[config.mk]
export PLATFORM = sky130hd
export DESIGN_NAME = mem_wb_stage
export DESIGN_NICKNAME = d
export VERILOG_FILES = /design/src/rtl/mem_wb_stage.sv
export SDC_FILE = /design/constraint.sdc
export NUM_CORES = 1
export LEC_CHECK = 0
export CAP_MARGIN = 20
export CORE_MARGIN = 3
export CORE_UTILIZATION = 47
export DETAILED_ROUTE_END_ITERATION = 6
export PLACE_DENSITY = 0.85
export SLEW_MARGIN = 15
export SYNTH_ARGS = -nofsm -noshare
export SYNTH_HDL_FRONTEND = slang
export SYNTH_SLANG_ARGS = --single-unit
[constraint.sdc]
create_clock -name clk -period 4.15 [get_ports clk]
set_input_delay 0.6225 -clock clk [delete_from_list [all_inputs] [get_ports clk]]
set_output_delay 0.6225 -clock clk [all_outputs]
set_load 0.01 [all_outputs]
[src/rtl/mem_wb_stage.sv]
// MEM/WB pipeline register: selects ALU or extracted/extended load data, waits for
// multi-cycle memory responses. Optional stall counter enabled by macro MEM_WB_PERF_EN.
module mem_wb_stage #(
  parameter int WordSize    = 32,
  parameter int RegAddrBits = 5,
  localparam int OffBits    = $clog2(WordSize / 8)
) (
  input  logic                   clk,
  input  logic                   rstn,
  input  logic                   flush,
  input  logic                   in_valid,
  output logic                   in_ready,
  input  logic [2:0]             wbs,
  input  logic [RegAddrBits-1:0] rdn_in,
  input  logic [OffBits-1:0]     addr_lo,
  input  logic [WordSize-1:0]    alu_out,
  input  logic [WordSize-1:0]    mrd,
  input  logic                   mrd_valid,
  output logic                   out_valid,
  output logic                   rd_we,
  output logic [RegAddrBits-1:0] rdn,
  output logic [WordSize-1:0]    rdd,
  output logic                   misalign
`ifdef MEM_WB_PERF_EN
  ,
  output logic [31:0]            stall_cnt
`endif
);

  localparam logic STATE_IDLE     = 1'b0;
  localparam logic STATE_WAIT_MEM = 1'b1;

  logic                   state_q, state_d;
  logic [2:0]             wbs_q, wbs_d;
  logic [RegAddrBits-1:0] rdn_l_q, rdn_l_d;
  logic [OffBits-1:0]     off_q, off_d;
  logic                   out_valid_q, out_valid_d;
  logic                   rd_we_q, rd_we_d;
  logic [RegAddrBits-1:0] rdn_q, rdn_d;
  logic [WordSize-1:0]    rdd_q, rdd_d;
  logic                   misalign_q, misalign_d;

  logic                   accept;
  logic                   complete;
  logic [2:0]             op_wbs;
  logic [RegAddrBits-1:0] op_rdn;
  logic [OffBits-1:0]     op_off;
  logic                   op_is_load;
  logic                   op_writes;
  logic                   op_mis;
  logic [WordSize-1:0]    shifted;
  logic [WordSize-1:0]    wb_data;

  assign in_ready = (state_q == STATE_IDLE);

  // In IDLE the op comes straight from MEM; in WAIT_MEM it comes from the latch.
  always_comb begin
    accept     = in_valid && in_ready && !flush;
    op_wbs     = in_ready ? wbs     : wbs_q;
    op_rdn     = in_ready ? rdn_in  : rdn_l_q;
    op_off     = in_ready ? addr_lo : off_q;
    op_is_load = (op_wbs != 3'd3) && (op_wbs != 3'd7) &&
                 !((op_wbs == 3'd6) && (WordSize != 64));
    op_writes  = op_is_load || (op_wbs == 3'd3);
    op_mis     = (((op_wbs == 3'd1) || (op_wbs == 3'd5)) && op_off[0]) ||
                 (((op_wbs == 3'd2) || ((op_wbs == 3'd6) && (WordSize == 64))) &&
                  (op_off[1:0] != 2'b00));
    complete   = (accept && (!op_is_load || mrd_valid)) ||
                 (!in_ready && mrd_valid && !flush);
    shifted    = mrd >> {op_off, 3'b000};

    wb_data = '0;
    case (op_wbs)
      3'd0: wb_data = WordSize'($signed(shifted[7:0]));
      3'd1: wb_data = WordSize'($signed(shifted[15:0]));
      3'd2: wb_data = WordSize'($signed(shifted[31:0]));
      3'd3: wb_data = alu_out;
      3'd4: wb_data = WordSize'(shifted[7:0]);
      3'd5: wb_data = WordSize'(shifted[15:0]);
      3'd6: wb_data = (WordSize == 64) ? WordSize'(shifted[31:0]) : '0;
      default: wb_data = '0;
    endcase
    if (op_mis) begin
      wb_data = '0;
    end
  end

  always_comb begin
    state_d     = state_q;
    wbs_d       = wbs_q;
    rdn_l_d     = rdn_l_q;
    off_d       = off_q;
    out_valid_d = complete;
    rd_we_d     = complete && op_writes && !op_mis && (op_rdn != '0);
    misalign_d  = complete && op_mis;
    rdn_d       = rdn_q;
    rdd_d       = rdd_q;

    if (complete) begin
      rdn_d = op_rdn;
      rdd_d = wb_data;
    end

    // Flush wins over everything, including a response arriving in WAIT_MEM.
    if (flush) begin
      state_d = STATE_IDLE;
    end else if (accept && op_is_load && !mrd_valid) begin
      state_d = STATE_WAIT_MEM;
      wbs_d   = wbs;
      rdn_l_d = rdn_in;
      off_d   = addr_lo;
    end else if (!in_ready && mrd_valid) begin
      state_d = STATE_IDLE;
    end
  end

  always_ff @(posedge clk or negedge rstn) begin
    if (!rstn) begin
      state_q     <= STATE_IDLE;
      wbs_q       <= '0;
      rdn_l_q     <= '0;
      off_q       <= '0;
      out_valid_q <= 1'b0;
      rd_we_q     <= 1'b0;
      rdn_q       <= '0;
      rdd_q       <= '0;
      misalign_q  <= 1'b0;
    end else begin
      state_q     <= state_d;
      wbs_q       <= wbs_d;
      rdn_l_q     <= rdn_l_d;
      off_q       <= off_d;
      out_valid_q <= out_valid_d;
      rd_we_q     <= rd_we_d;
      rdn_q       <= rdn_d;
      rdd_q       <= rdd_d;
      misalign_q  <= misalign_d;
    end
  end

  assign out_valid = out_valid_q;
  assign rd_we     = rd_we_q;
  assign rdn       = rdn_q;
  assign rdd       = rdd_q;
  assign misalign  = misalign_q;

`ifdef MEM_WB_PERF_EN
  logic [31:0] stall_cnt_q, stall_cnt_d;

  // Saturating count of WAIT_MEM edges with no response; only reset clears it.
  always_comb begin
    stall_cnt_d = stall_cnt_q;
    if ((state_q == STATE_WAIT_MEM) && !mrd_valid && (stall_cnt_q != 32'hFFFF_FFFF)) begin
      stall_cnt_d = stall_cnt_q + 32'd1;
    end
  end

  always_ff @(posedge clk or negedge rstn) begin
    if (!rstn) begin
      stall_cnt_q <= '0;
    end else begin
      stall_cnt_q <= stall_cnt_d;
    end
  end

  assign stall_cnt = stall_cnt_q;
`endif

endmodule
run_1/final_congestion.png
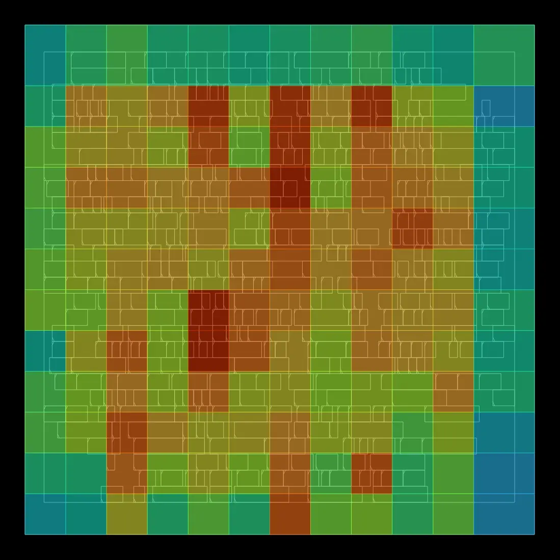
Post-Route Utilization: 0.711
total global-route track usage: 0.253

run_1/density.png
Scale: 3 px per µm. The die is cut into 9 by 9 equal tiles; white is low, dark blue is high, 0 to 100% covered.
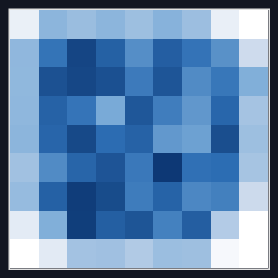
densest ninth of the die	centre
tiles over 75% full	33%
emptiest ninth of the die	south-east
mean over tiles	57%
effective utilization at floorplan: 0.498
core region area: 6060 µm²

run_1/clock_map.png
Scale: 6 px per µm.
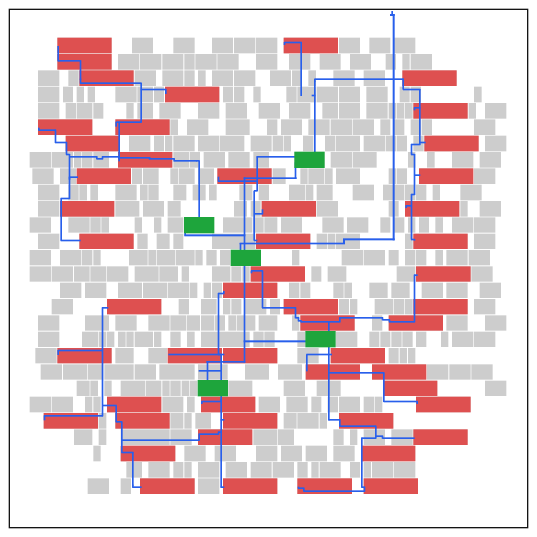
[flip-flops] red | count: 51
[cells driving clock nets] green | count: 5
[clock wires] blue | length: 623 µm
routed clock nets	6

-- run 1: through the flow --
stage	power, mW	instance area [µm²]	hold slack, ps	util
floorplan	0.917	3020	327	-
global placement	1.18	4210	464	0.695
detailed placement	1.19	4210	470	0.695
CTS	1.50	4310	438	0.711
global route	1.58	4310	470	0.711
finish	1.50	4310	415	0.711
-- run 1: power groups by stage --
stage | Sequential, mW | Combinational (mW) | Clock [mW]
3_3_place_gp | 0.649 | 0.529 | 0
2_1_floorplan | 0.673 | 0.244 | 0
5_1_grt | 0.656 | 0.588 | 0.340
4_1_cts | 0.644 | 0.545 | 0.316
6_report | 0.645 | 0.544 | 0.312
3_5_place_dp | 0.654 | 0.541 | 0
-- run 1: layout by cell type, fill, tap and decap left out, types with 2 or more instances in the layout --
master and n:
mux2_2 16, clkdlybuf4s50_1 118, mux2_1 2, o22ai_1 7, buf_4 6, a21oi_1 33
mux2i_4 2, clkbuf_8 6, inv_1 4, a22oi_1 15, nand2_1 57, a22o_1 11
o21ai_1 17, mux2i_1 22, dfrtp_1 51, nor2_1 18, o21ai_0 32
-- run 1: per-layer routing --
layer  share of wire  track usage
met1            0.43        0.356
met2            0.50        0.409
met3           0.055       0.0365
met4           0.017       0.0633
met5               0            0
-- run 1: kinds of logic (layout without fill, tap and decap cells) --
| logic type | after synthesis | after routing | share of synthesized area |
|---|---|---|---|
| AND-OR/OR-AND | 125 | 125 | 0.253 |
| buffers and inverters | 30 | 138 | 0.0518 |
| flip-flops | 51 | 51 | 0.423 |
| multiplexers | 42 | 42 | 0.155 |
| AND/OR/NAND/NOR | 85 | 85 | 0.118 |
==> flow_metrics.tcl, run 1 <==
# implementation run metrics
set metrics [dict create \
    run_status "finished, final reports clean" \
    sequentialPowerShare 0.430 \
    cts_setup_buffers 0 \
    power_switching_share 0.328 \
    top_cell "nand2_1" \
    power.density_nw_per_um2 348 \
    clock_sink_count 51 \
    synth-warning-count 0 \
    max_cap_viol_count 0 \
    cp-start-kind "flip-flop" \
    die.size.y_um 86.2 \
    ys.flops 51 \
    post_cts_resized 0 \
    worst_slack_ps 1150 \
    drt.antenna.violating_nets 0 \
    comb_power_share 0.362 \
    clock_latency_at_the_later_pin_of_the_worst_skew_pair_ps 310 \
    clockPowerShare 0.208 \
    layout_min_cycle_time_ps 3000 \
    cell_row_count 28 \
    final-hold-violation-count 0 \
    final.setup_skew_ps 3.01 \
    n_fill_cell 476 \
    layout.clock.cell_area_share 0.0229 \
    design.portCount 120 \
    nets 519 \
    postSynthNetCount 412 \
    p_int_mw 1.01 \
    setup.worst_path.class "reg -> reg" \
    tapcell.inserted 75 \
    antenna_found_initial 0 \
    num-nonclk-buffers 125 \
    crit_path_start "state_q$_DFFE_PN0P_" \
    setup_repair_after_global_routing_missed_its_margin "no" \
    openroad.warnings 26 \
    cp.arrival_ps 3190 \
    grt_start_max_net_pins 52 \
    cts.clk_slew.worst_paths_ps 100 \
    net_load_switching_power_mw 0.492 \
    synth.lib_cells_used.distinct 40 \
    combAreaFraction 0.369 \
    chipArea_um2 7420 \
    cp-endpoint "rdn_l_q[4]$_DFFE_PN0P_" \
    ff_count 51 \
    clockBufferDepth 2 \
    ctsHtreeMaxLevel 2 \
    setup_viol 0 \
    gp_routability_congestion 0.943 \
    detailroute.via_count 3004 \
    area_growth_syn_to_layout_pct 42.7 \
    synthCells 333 \
    yosys-stat-area_um2 3020 \
    clock.fmax_mhz 334 \
    setup.reg_to_reg.worst_slack_ps 1150 \
    seqAreaFraction 0.296 \
    critical_path.slowest_cell "nand4_1" \
    critical_path_peak_fanout 20 \
    slowest_delay_ps 560 \
    first_pass_drt_iterations 5 \
    ys_async_sr_fraction 1.00 \
    worst_r2r_startpoint "state_q$_DFFE_PN0P_" \
    synthDominantCellAreaShare 0.423 \
    final_min_period_over_clock_period 0.722 \
    synth-edff-count 0 \
    largest_register_ff_count 32 \
    vdd_drop_max_mv 0.194 \
    buffers_and_inverters_on_the_worst_path 1 \
    dp_slack_ps 981 \
    worstPathCellList "buf_4 -> mux2i_1 -> a221o_1 -> nand4_1 -> mux2_1" \
    ff_type "dfrtp_1" \
    cp_data_required_time_ps 4350 \
    num-clock-buffers 6 \
    top_area_cell_class "logic gates" \
    ys_cells 333 \
    num_antenna_cells 0 \
    drt_first_iter_violations 218 \
    io_buffer_count 119 \
    worstRegToRegCells 5 \
    routedWlPerCell_um 18.2 \
    crit_cells 5 \
    top_cells_by_count "57 x nand2_1, 51 x dfrtp_1, 33 x a21oi_1, 32 x o21ai_0, 22 x mux2i_1" \
    tightestPinTransition_ps 650 \
    layout.area.seq_um2 1280 \
    grt.overflow.total 0 \
    syn_area_per_cell_um2 9.07 \
    end_kind "flip-flop" \
    final-max-slew-violation-count 0 \
    die_x_um 86.2 \
    place_inst 508 \
    cts_buffers 5 \
    dp_hpwl_um 7060 \
    tns_ps 0 \
    cp_top_delay_family "multiplexers" \
    timing.hold.worst.class "in -> async" \
    wirelength_um 9390 \
    comb.multi_input.count 252 \
    fin_cells 516 \
    multiInputGateArea_um2 1590 \
    seq_area_frac_synth 0.423 \
    syn_area_um2 3020 \
    tritoncts_clock_tree "yes" \
    grt_pass1_vias 2873 \
    bufAreaShareNonClock 0.286 \
    crit-reg2reg-capture "rdn_l_q[4]$_DFFE_PN0P_" \
    ctsHoldBuffers 0 \
    cts-root-buf "clkbuf_8" \
    ys_top_cells_by_area "dfrtp_1 42%, mux2i_1 7.3%, nand2_1 7.1%" \
    viasPerCell 5.82 \
    detail_route.drc_violations 0 \
    nNonClkInverters 5 \
    synth.largest_area_cell "dfrtp_1" \
    drive_gt1_frac 0.0884 \
    timing.slew.headroom 0.567 \
    first_pass_grt_wire_length_um 14700 \
    p_leak_nw 1.77 \
]
run_1/met4.png
Scale: 4 px per µm.
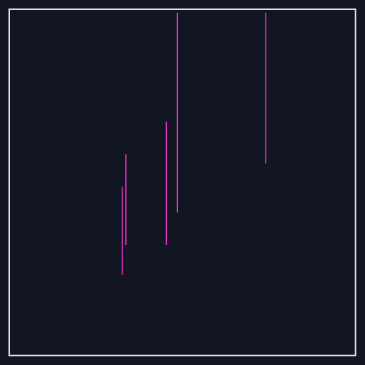

--- run 2 (diff from run 1) ---
--- a/config.mk
+++ b/config.mk
@@ -7,9 +7,9 @@
 export LEC_CHECK = 0
 export CAP_MARGIN = 20
 export CORE_MARGIN = 3
-export CORE_UTILIZATION = 47
+export CORE_UTILIZATION = 44
 export DETAILED_ROUTE_END_ITERATION = 6
-export PLACE_DENSITY = 0.85
+export PLACE_DENSITY = 0.8
 export SLEW_MARGIN = 15
 export SYNTH_ARGS = -nofsm -noshare
 export SYNTH_HDL_FRONTEND = slang
==> constraint.sdc (replaced) <==
create_clock -name clk -period 3 [get_ports clk]
set_input_delay 0.45 -clock clk [delete_from_list [all_inputs] [get_ports clk]]
set_output_delay 0.45 -clock clk [all_outputs]
set_load 0.01 [all_outputs]
run_2/met4.png
Scale: 4 px per µm.
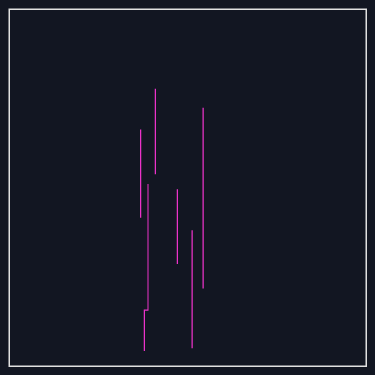
share of all routed wire	1.9%
longest straight run	44.9 µm
wire length on this layer	178 µm
count of vias placed by the detailed router: 2,993
Post-Route WL: 9490 µm

==> run 2 against run 1 <==
  * Synthesized area unchanged
  * Non-clock buffer count grew 7
  * Sequential cell count did not move
  * Combinational power increased by about 40%
  * Largest power group unchanged
  * Highest routed layer unchanged
==> flow_metrics.tcl, run 2 <==
# implementation run metrics
set metrics [dict create \
    timing.hold.worst.class "in -> async" \
    net_load_switching_power_mw 0.661 \
    p_int_mw 1.40 \
    final-max-slew-violation-count 0 \
    layout.area.seq_um2 1280 \
    layout.cells.most_common_list "118 x clkdlybuf4s50_1, 57 x nand2_1, 51 x dfrtp_1, 33 x a21oi_1, 32 x o21ai_0" \
    synth-warning-count 0 \
    cts_buffers 5 \
    placed_cell_areas_um2 4280 \
    clock_latency_at_the_later_pin_of_the_worst_skew_pair_ps 310 \
    setup_repair_after_global_routing_missed_its_margin "no" \
    detail_route.drc_violations 0 \
    yosys-stat-area_um2 3020 \
    synth_compound_gate_area_share 0.253 \
    final.setup_skew_ps 5.68 \
    design_power_total_mw 2.06 \
    seq_area_frac_synth 0.423 \
    run_status "finished, final reports clean" \
    fin_cells 524 \
    ys_top_cells_by_area "dfrtp_1 42%, mux2i_1 7.3%, nand2_1 7.1%" \
    syn_area_um2 3020 \
    dp_hpwl_um 7280 \
    cp-start-kind "flip-flop" \
    slowest_delay_ps 740 \
    max_cap_viol_count 0 \
    nets 526 \
    whs_ps 138 \
    top_cell "nand2_1" \
    largest_register_ff_count 32 \
    cell_row_count 29 \
    ys.flops 51 \
    mux_share 0.155 \
    critical_path_peak_fanout 30 \
    cts.clk_slew.worst_paths_ps 90 \
    gp_routability_congestion 0.859 \
    io_buffer_count 119 \
    core_region_area_um2 6490 \
    synth.lib_cells_used.distinct 40 \
    grtUsageTotal 0.245 \
    sequentialPowerShare 0.434 \
    openroad.warnings 26 \
    dp_slack_ps 435 \
    synthCells 333 \
    clock_sink_count 51 \
    setup.worst_path.class "reg -> reg" \
    logic_family "AND-OR/OR-AND gates" \
    vdd_drop_max_mv 0.211 \
    n_fill_cell 491 \
    synthDominantCellAreaShare 0.423 \
    antenna_found_initial 0 \
    yosys.area_share.xor_xnor 0 \
    die_x_um 88.9 \
    viasPerCell 5.71 \
    worst_slack_ps 520 \
    finalCoreUtilization 0.672 \
    place_inst 517 \
    power_switching_share 0.321 \
    tritoncts_clock_tree "yes" \
    die.size.y_um 88.9 \
    grt_pass1_vias 2935 \
    synth.largest_area_cell "dfrtp_1" \
    chipArea_um2 7890 \
    ctsHoldBuffers 0 \
    area_growth_syn_to_layout_pct 44.6 \
    ys_async_sr_fraction 1.00 \
    final_common_cell "clkdlybuf4s50_1" \
    comb_power_share 0.369 \
    first_pass_grt_wire_length_um 14800 \
    final_min_period_over_clock_period 0.827 \
    p_leak_nw 1.81 \
    cts-root-buf "clkbuf_8" \
    drt_first_iter_violations 170 \
    final-hold-violation-count 0 \
    syn_area_per_cell_um2 9.07 \
    clockBufferDepth 2 \
    post_cts_resized 0 \
    cp_data_required_time_ps 3240 \
    ctsHtreeMaxLevel 2 \
    ff_type "dfrtp_1" \
    timing.slew.headroom 0.597 \
    ys_cells 333 \
    clockPowerShare 0.197 \
    layout_min_cycle_time_ps 2480 \
    drive_gt1_frac 0.101 \
    multiInputGateArea_um2 1590 \
    worstPathCellList "mux2i_4 -> buf_4 -> and3b_1 -> a21oi_2 -> o22ai_4 -> a21oi_1 -> o21ai_1" \
    design.portCount 120 \
    cts_setup_buffers 0 \
    setup_viol 0 \
    tns_ps 0 \
    design_area_um2 4370 \
    first_pass_drt_iterations 5 \
    tightestPinTransition_ps 605 \
    cp.arrival_ps 2720 \
    simple_gate_share 0.118 \
    effective_utilization_at_floorplan 0.465 \
    postSynthNetCount 412 \
    ys_sh_adder 0 \
    synth-edff-count 0 \
    routedWlPerCell_um 18.1 \
    grt_start_max_net_pins 31 \
    setup.reg_to_reg.worst_slack_ps 520 \
    power.density_nw_per_um2 472 \
    critical_path.slowest_cell "dfrtp_1" \
    drt.antenna.violating_nets 0 \
    end_kind "flip-flop" \
    grt.overflow.total 0 \
    num_antenna_cells 0 \
    clock.fmax_mhz 403 \
    top_cells_by_count "57 x nand2_1, 51 x dfrtp_1, 33 x a21oi_1, 32 x o21ai_0, 22 x mux2i_1" \
]
[run 2: netlist changes by cell type in the layout (fill, tap and decap cells not counted), sizes merged]
| cell | previous run | this run |
|---|---|---|
| clkinvlp | 1 | 0 |
| buf | 7 | 14 |
[run 2: final timing paths]
path,end,startpoint,cells after the start
setup / recovery,rdd[29]$_DFFE_PN0N_,state_q$_DFFE_PN0P_,7
hold / removal,rdn_l_q[4]$_DFFE_PN0P_,rstn,1
setup reg to reg,rdd[29]$_DFFE_PN0N_,state_q$_DFFE_PN0P_,7
hold reg to reg,rdd[9]$_DFFE_PN0N_,rdd[9]$_DFFE_PN0N_,2
max in group asynchronous,rdd[22]$_DFFE_PN0N_,rstn,2
min in group clk,rdd[9]$_DFFE_PN0N_,rdd[9]$_DFFE_PN0N_,2
[run 2: cells by family after synthesis]
group,Yosys count
AND/OR/NAND/NOR,85
buffers and inverters,30
multiplexers,42
AND-OR/OR-AND,125
flip-flops,51
[run 2: power groups by stage]
stage | combinational [mW] | sequential (mW) | clock, mW
final | 0.759 | 0.895 | 0.406
after detailed placement | 0.757 | 0.907 | 0
after global routing | 0.829 | 0.911 | 0.442
after global placement | 0.737 | 0.903 | 0
after CTS | 0.760 | 0.895 | 0.411
after floorplan | 0.337 | 0.931 | 0
[run 2: cell type report]
cell class	count	area share
clock buffers	6	0.0189
inverters	5	0.00430
multi-input cells	252	0.364
well taps	77	0.0221
repair buffers	132	0.297
clock inverters	1	0.00115
flip-flops and latches	51	0.292
[run 2: worst max-delay path: cells and delay by family (launching register included)]
family,cells,cell delay (ps)
simple gates,1,230
flops,1,740
mux,1,410
compound gates,4,650
buf+inv,1,370
[run 2: metal layers]
layer  GRT usage  share of wire
met3      0.0400          0.066
met2       0.395           0.49
met4      0.0824          0.019
met1       0.334           0.43
met5           0              0
Power figures rest on the tool's default switching activity, not on a simulated workload.
